clock_wires.png
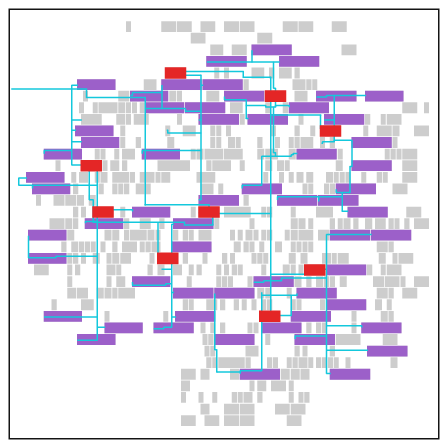
placed.png
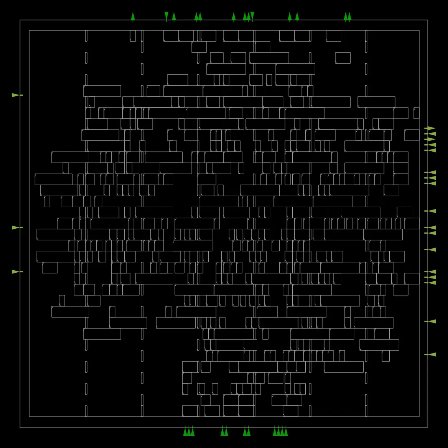
closeup.png
Bar = 10 um. Region (38, 18) to (63, 43) um. Cells in grey, sequential cells in the stronger grey; small squares are vias.
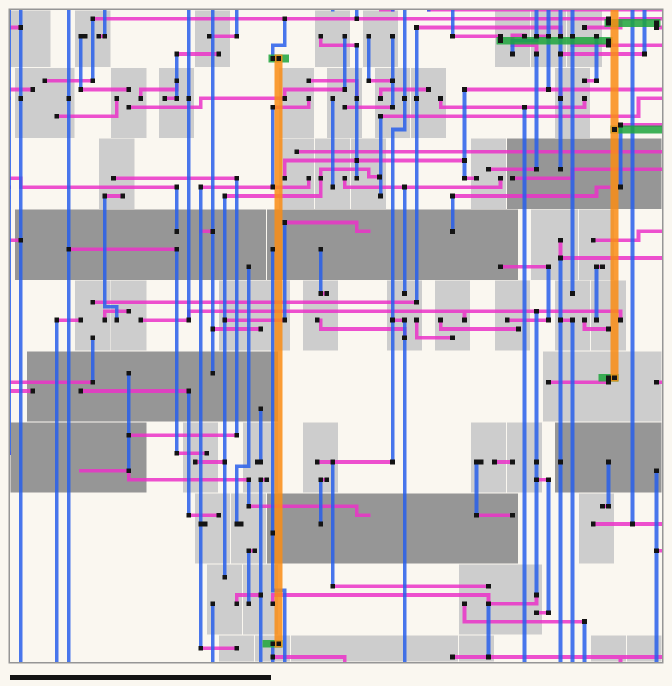
gates.png
Bar = 20 um.
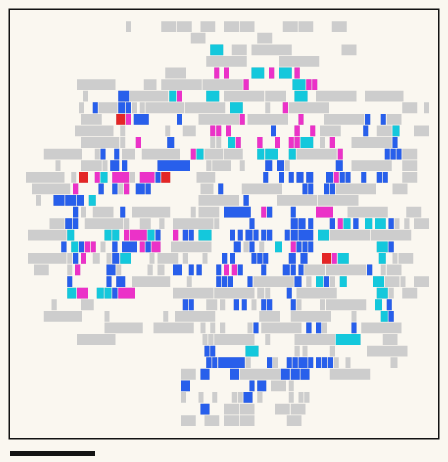
### config.mk
export PLATFORM = sky130hd
export DESIGN_NAME = seg7_scan_driver_flat
export DESIGN_NICKNAME = d
export VERILOG_FILES = /design/src/rtl/seg7_pkg.sv /design/src/rtl/seg7_scan_driver_if.sv /design/src/rtl/seg7_refresh_prescaler.sv /design/src/rtl/seg7_scan_driver.sv /design/src/flat_wrapper.sv
export SDC_FILE = /design/constraint.sdc
export NUM_CORES = 1
export LEC_CHECK = 0
export ABC_AREA = 1
export CAP_MARGIN = 20
export CORE_MARGIN = 2
export CORE_UTILIZATION = 35
export CTS_BUF_LIST = sky130_fd_sc_hd__clkbuf_8
export DETAILED_ROUTE_END_ITERATION = 8
export SETUP_SLACK_MARGIN = 0.3
export SYNTH_ARGS = -nofsm -noshare
export SYNTH_HDL_FRONTEND = slang
export SYNTH_SLANG_ARGS = --single-unit
### constraint.sdc
create_clock -name clk -period 5.7 [get_ports clk]
set_clock_uncertainty 0.15 [all_clocks]
set_input_delay 1.71 -clock clk [delete_from_list [all_inputs] [get_ports clk]]
set_output_delay 1.71 -clock clk [all_outputs]
set_load 0.02 [all_outputs]
### src/rtl/seg7_pkg.sv
// seg7_pkg: shared seven-segment constants, types and digit helpers
package seg7_pkg;
    localparam int NUM_DIGITS = 4;
    localparam int DIGIT_W    = 7;
    localparam int FRAME_W    = NUM_DIGITS * DIGIT_W;

    typedef logic [1:0]         digit_sel_t;
    typedef logic [DIGIT_W-1:0] seg_t;
    typedef logic [FRAME_W-1:0] frame_t;

    // Active-low {g,f,e,d,c,b,a}
    localparam seg_t SEG_ZERO  = 7'b1000000;
    localparam seg_t SEG_ONE   = 7'b1111001;
    localparam seg_t SEG_TWO   = 7'b0100100;
    localparam seg_t SEG_THREE = 7'b0110000;
    localparam seg_t SEG_FOUR  = 7'b0011001;
    localparam seg_t SEG_FIVE  = 7'b0010010;
    localparam seg_t SEG_SIX   = 7'b0000010;
    localparam seg_t SEG_SEVEN = 7'b1111000;
    localparam seg_t SEG_EIGHT = 7'b0000000;
    localparam seg_t SEG_NINE  = 7'b0010000;
    localparam seg_t SEG_BLANK = 7'h7F;

    function automatic seg_t digit_pattern(frame_t w, digit_sel_t d);
        return w[int'(d)*DIGIT_W +: DIGIT_W];
    endfunction

    function automatic logic [NUM_DIGITS-1:0] anode_of(digit_sel_t d);
        return ~(NUM_DIGITS'(1) << d);
    endfunction

    // Digit d is a leading zero when it and every higher digit show SEG_ZERO; digit 0 never is
    function automatic logic leading_zero(frame_t w, digit_sel_t d);
        logic z;
        z = d != '0;
        for (int k = 0; k < NUM_DIGITS; k++)
            if (k >= int'(d) && w[k*DIGIT_W +: DIGIT_W] != SEG_ZERO) z = 1'b0;
        return z;
    endfunction
endpackage

### src/rtl/seg7_scan_driver_if.sv
// seg7_scan_driver_if: frame input and display output bundle (blink only with SEG7_BLINK_EN)
interface seg7_scan_driver_if;
    import seg7_pkg::*;
    frame_t                  display_all;
    logic                    enable;
    logic [NUM_DIGITS-1:0]   an;
    seg_t                    seg;
    logic                    dp;
    logic                    frame_done;
`ifdef SEG7_BLINK_EN
    logic                    blink;
    modport master (output display_all, enable, blink, input an, seg, dp, frame_done);
    modport slave  (input display_all, enable, blink, output an, seg, dp, frame_done);
`else
    modport master (output display_all, enable, input an, seg, dp, frame_done);
    modport slave  (input display_all, enable, output an, seg, dp, frame_done);
`endif
endinterface

### src/rtl/seg7_refresh_prescaler.sv
// seg7_refresh_prescaler: free-running 0..DIV-1 counter, o_tick high in the last count
module seg7_refresh_prescaler #(
    parameter int DIV = 100000
) (
    input  logic clk,
    input  logic rst_n,
    output logic o_tick
);
    localparam int W = (DIV > 1) ? $clog2(DIV) : 1;

    logic [W-1:0] r_count;

    assign o_tick = r_count == W'(DIV - 1);

    always_ff @(posedge clk or negedge rst_n)
        if (!rst_n) r_count <= '0;
        else        r_count <= o_tick ? '0 : r_count + W'(1);
endmodule

### src/rtl/seg7_scan_driver.sv
// seg7_scan_driver: 4-digit multiplexed 7-seg driver with tear-free latch and zero blanking; SEG7_BLINK_EN adds blink
module seg7_scan_driver
    import seg7_pkg::*;
#(
    parameter int REFRESH_DIV   = 100000,
    parameter bit BLANK_LEADING = 1'b1
`ifdef SEG7_BLINK_EN
   ,parameter int BLINK_FRAMES  = 250
`endif
) (
    input  logic                clk,
    input  logic                rst_n,
    seg7_scan_driver_if.slave   bus
);
    logic                  w_tick;
    logic                  w_wrap;
    logic                  w_en;
    logic                  w_blank;
    digit_sel_t            w_sel_nxt;
    frame_t                w_shadow_nxt;
    seg_t                  w_pat;
    digit_sel_t            r_sel;
    frame_t                r_shadow;
    logic [NUM_DIGITS-1:0] r_an;
    seg_t                  r_seg;
    logic                  r_fd;

    seg7_refresh_prescaler #(.DIV(REFRESH_DIV)) u_prescaler (
        .clk    (clk),
        .rst_n  (rst_n),
        .o_tick (w_tick)
    );

    // The digit-0 slot of a new frame must already show the freshly captured word
    always_comb begin
        w_wrap       = w_tick && r_sel == digit_sel_t'(NUM_DIGITS - 1);
        w_sel_nxt    = r_sel + 2'd1;
        w_shadow_nxt = w_wrap ? bus.display_all : r_shadow;
        w_pat        = digit_pattern(w_shadow_nxt, w_sel_nxt);
        w_blank      = BLANK_LEADING && leading_zero(w_shadow_nxt, w_sel_nxt);
    end

`ifdef SEG7_BLINK_EN
    localparam int BW = $clog2(BLINK_FRAMES + 1);

    logic [BW-1:0] r_blink_cnt;
    logic          r_dark;
    logic          w_blink_last;

    assign w_blink_last = r_blink_cnt == BW'(BLINK_FRAMES - 1);
    assign w_en         = bus.enable && !r_dark;

    always_ff @(posedge clk or negedge rst_n)
        if (!rst_n) begin
            r_blink_cnt <= '0;
            r_dark      <= 1'b0;
        end else if (!bus.blink) begin
            r_blink_cnt <= '0;
            r_dark      <= 1'b0;
        end else if (w_wrap) begin
            r_blink_cnt <= w_blink_last ? '0 : r_blink_cnt + BW'(1);
            r_dark      <= r_dark ^ w_blink_last;
        end
`else
    assign w_en = bus.enable;
`endif

    always_ff @(posedge clk or negedge rst_n)
        if (!rst_n) begin
            r_sel    <= digit_sel_t'(NUM_DIGITS - 1);
            r_shadow <= '1;
            r_an     <= '1;
            r_seg    <= SEG_BLANK;
            r_fd     <= 1'b0;
        end else begin
            r_fd <= w_wrap;
            if (w_tick) begin
                r_sel    <= w_sel_nxt;
                r_shadow <= w_shadow_nxt;
            end
            if (!w_en) begin
                r_an  <= '1;
                r_seg <= SEG_BLANK;
            end else if (w_tick) begin
                r_an  <= w_blank ? '1 : anode_of(w_sel_nxt);
                r_seg <= w_blank ? SEG_BLANK : w_pat;
            end
        end

    assign bus.an         = r_an;
    assign bus.seg        = r_seg;
    assign bus.dp         = 1'b1;
    assign bus.frame_done = r_fd;
endmodule

### src/flat_wrapper.sv
// flat-port wrapper written by rule: the top's interface ports become plain ports
module seg7_scan_driver_flat import seg7_pkg::*;
#(
    parameter int REFRESH_DIV   = 100000,
    parameter bit BLANK_LEADING = 1'b1

)
  (clk, rst_n, bus_display_all, bus_enable, bus_an, bus_seg, bus_dp, bus_frame_done);
  seg7_scan_driver_if bus_i ();
  input  logic clk;
  input  logic rst_n;
  input wire logic [$bits(bus_i.display_all)-1:0] bus_display_all;
  input wire logic [$bits(bus_i.enable)-1:0] bus_enable;
  output wire logic [$bits(bus_i.an)-1:0] bus_an;
  output wire logic [$bits(bus_i.seg)-1:0] bus_seg;
  output wire logic [$bits(bus_i.dp)-1:0] bus_dp;
  output wire logic [$bits(bus_i.frame_done)-1:0] bus_frame_done;
  assign bus_i.display_all = bus_display_all;
  assign bus_i.enable = bus_enable;
  assign bus_an = bus_i.an;
  assign bus_seg = bus_i.seg;
  assign bus_dp = bus_i.dp;
  assign bus_frame_done = bus_i.frame_done;
  seg7_scan_driver #(.REFRESH_DIV(REFRESH_DIV), .BLANK_LEADING(BLANK_LEADING)) u_core (.clk(clk), .rst_n(rst_n), .bus(bus_i));
endmodule
==> notes.md <==
Reports from this run.

- The area of the chip reads just over 0.01 mm^2.
- The cell sequence reported for the critical path is clkdlybuf4s50_1.
- Per the power-grid run, VDD falls by no more than 0.000115 V.
- The CTS clock-pin slew for the worst setup and hold paths reads ~0.07 ns.
- The share of synthesized cell area in full adder, half adder and majority cells is under 10%.
- The post-detailed-routing wire length reads 7200 um.
- The total negative slack reads 0 ns.
- Once synthesis finished, the tally of register bits stood at 59.
- The total number of cells along the worst setup path reads 1.
- The power in the clock group is approximately 330 uW.
- The path category of the worst min-delay check is flop to flop.
- The wire length per cell after detailed routing is ~13 um.
- The highest clock frequency the design can meet reads around 0.30 GHz.
- The number of pins with negative max-slew slack in the final report is 0.
- The initial core utilization is ~36%.
- The starting DRC count in detailed routing reads 108.
- Warnings reported by Yosys during synthesis add up to 0.
- Per the hold report, the tightest min-delay path originates at u_core.r_shadow[3].
- The top-area cell type share of the netlist area is roughly a third.
- The internal power contribution is 602 uW.
- The flow ran to the end, and the final reports show no timing, DRC or antenna violations.
- The initial antenna violation count is 0.
- The remaining global-route overflow is 0.
- The critical path endpoint reads bus_seg[0].
- The relative contribution of the clock network to total power reads about two fifths.
- The largest power group is sequential cells.
- The highest-delay cell along the critical path is sky130_fd_sc_hd__clkdlybuf4s50_1.
- The total iterations of the first detailed-routing run reads 4.
- The power attributed to sequential cells is 420 uW.
- The number of flops mapped to enable cells by yosys reads 0.
- Sorting the synthesized cells by how often they occur yields sky130_fd_sc_hd__nand2_1, sky130_fd_sc_hd__inv_1, sky130_fd_sc_hd__nor2_1, sky130_fd_sc_hd__dfstp_2, sky130_fd_sc_hd__nand3_1.
- The post-layout instance area is a little under 0.004 mm^2.
- The synthesized netlist cell count is 409.
- The arrival time of data at the worst endpoint is listed as about 1.5 ns.
- The length in cells of the worst reg-to-reg path is 11.
- The logs give a warning total of 29.
- Setup repair after global routing left no endpoint under its margin.
- The dominant kind of combinational cell is simple AND/OR/NAND/NOR gates.
- The slack of the worst reg-to-reg path is around 2.5 ns.
- Dividing total power by cell area gives a power density of 200 mW/mm^2.
- The fraction of registers with async set or reset after synthesis reads 100%.
- The total chip power reads roughly 780 uW.
- The combinational cell power reads approximately 35 uW.
- The maximum level of the CTS H-tree reads 3.
- The reported net switching power reads roughly 180 uW.
- Per the post-synthesis stats, the area per cell is approximately 8.0 um^2.
- The flow reports that sequential cells draw approximately 54% of the design power.
- The post-synthesis instance area is around 0.0033 mm^2.
- Of the total synthesized cell area, the portion taken by AND-OR and OR-AND cells is 9.03%.
- The origin of the critical flop-to-flop path is u_core.r_sel[0].
- The final layout report lists a filler cell count of between 900 and 1000.
- The die extent in x is 100 um.
- Dividing the detail-routed via count by the number of cells gives 4.67.
- The sink count of the clock tree reads approximately 60.
- The actual transition at the worst max-transition pin is between 0.9 and 1 ns.
- The timing report gives the biggest stage delay along the critical path as about 0.60 ns.
- TritonCTS built the clock tree.
- The xor/xnor cell area share of the yosys netlist is roughly 1.1%.
- The count of vias placed by the detailed router is 2652.
- The master cell of the clock root buffer is sky130_fd_sc_hd__clkbuf_8.
- The fraction of final layout cells with drive strength greater than 1 reads 19.3%.
- The routability congestion estimate from global placement is about 0.81.
- The number of gates resized after CTS is 0.
- The final-report setup violation count reads 0.
- The worst hold slack after final layout is ~0.33 ns.
- The maximum number of buffers from clock root to sink is 2.
- Hold-check failures listed in the final report amount to 0.
- The final cell count without fillers reads 568.
- The most used flip-flop cell after synthesis is sky130_fd_sc_hd__dfstp_2.
- The part of the total power dissipated in combinational logic reads ~4.4%.
Back to the opening pictures, clock_wires.png:
- purple: flip-flops (count 59)
- red: clock-net drivers (count 9)
- cyan: clock wires (length 860 um)
- routed clock nets: 10

Back to the opening pictures, placed.png:
area of the core region: 0.00915 mm^2
final core area utilization: 42.8%

Back to the opening pictures, closeup.png:
- blue: M2
- orange: M4
- green: M3
- magenta: M1
- netlist names of flops here include: `u_core.r_shadow` (6)
- cells with their middle in the window: 49
- most frequent: nand2_1 (23), inv_1 (13), dfstp_2 (6)
- sequential cells in the window: 6

Back to the opening pictures, gates.png:
- blue: nand cells (cells 152; most used nand2_1)
- cyan: aoi and oai cells (cells 43; most used o21ai_0)
- red: and/or cells (cells 4; most used or2_2)
- magenta: nor cells (cells 50; most used nor2_1)

[cells in the final DEF (no fill, tap or decap), types with 4 or more instances in the layout]
| cell type | count |
|---|---|
| sky130_fd_sc_hd__clkbuf_8 | 10 |
| sky130_fd_sc_hd__o211ai_1 | 6 |
| sky130_fd_sc_hd__o21ai_0 | 11 |
| sky130_fd_sc_hd__ha_1 | 5 |
| sky130_fd_sc_hd__a21oi_2 | 9 |
| sky130_fd_sc_hd__nand2_1 | 108 |
| sky130_fd_sc_hd__dfstp_2 | 41 |
| sky130_fd_sc_hd__dfrtp_1 | 18 |
| sky130_fd_sc_hd__nand4_1 | 14 |
| sky130_fd_sc_hd__a21oi_1 | 9 |
| sky130_fd_sc_hd__clkdlybuf4s50_1 | 41 |
| sky130_fd_sc_hd__nor2_4 | 4 |
| sky130_fd_sc_hd__nand3_1 | 20 |
| sky130_fd_sc_hd__inv_1 | 76 |
| sky130_fd_sc_hd__xor2_1 | 4 |
| sky130_fd_sc_hd__nor2_1 | 43 |
[cell type report]
type | count | area (um^2) | share of cell area (%)
flip-flops and latches | 59 | 1530 | 39.0
repair buffers | 43 | 423 | 10.8
clock buffers | 10 | 138 | 3.52
multi-input cells | 260 | 1360 | 34.7
well taps | 111 | 139 | 3.55
inverters | 79 | 302 | 7.70
clock inverters | 6 | 26.3 | 0.671
[sequential cells by signal, summed over array words and instances (netlist names)]
| signal | cells |
|---|---|
| u_core.bus.an | 4 |
| u_core.bus.frame_done | 1 |
| u_core.bus.seg | 7 |
| u_core.r_sel | 2 |
| u_core.r_shadow | 28 |
| u_core.u_prescaler.r_count | 17 |
[metal layers]
metal	share of wire [%]	GRT usage [%]	vias to the layer above
met1	47	20.6	1236
met4	1.4	5.06	0
met2	47	25.9	51
met5	0	0	-
met3	4.5	4.44	10
li1	-	-	1355
Power and IR drop assume default switching activity.
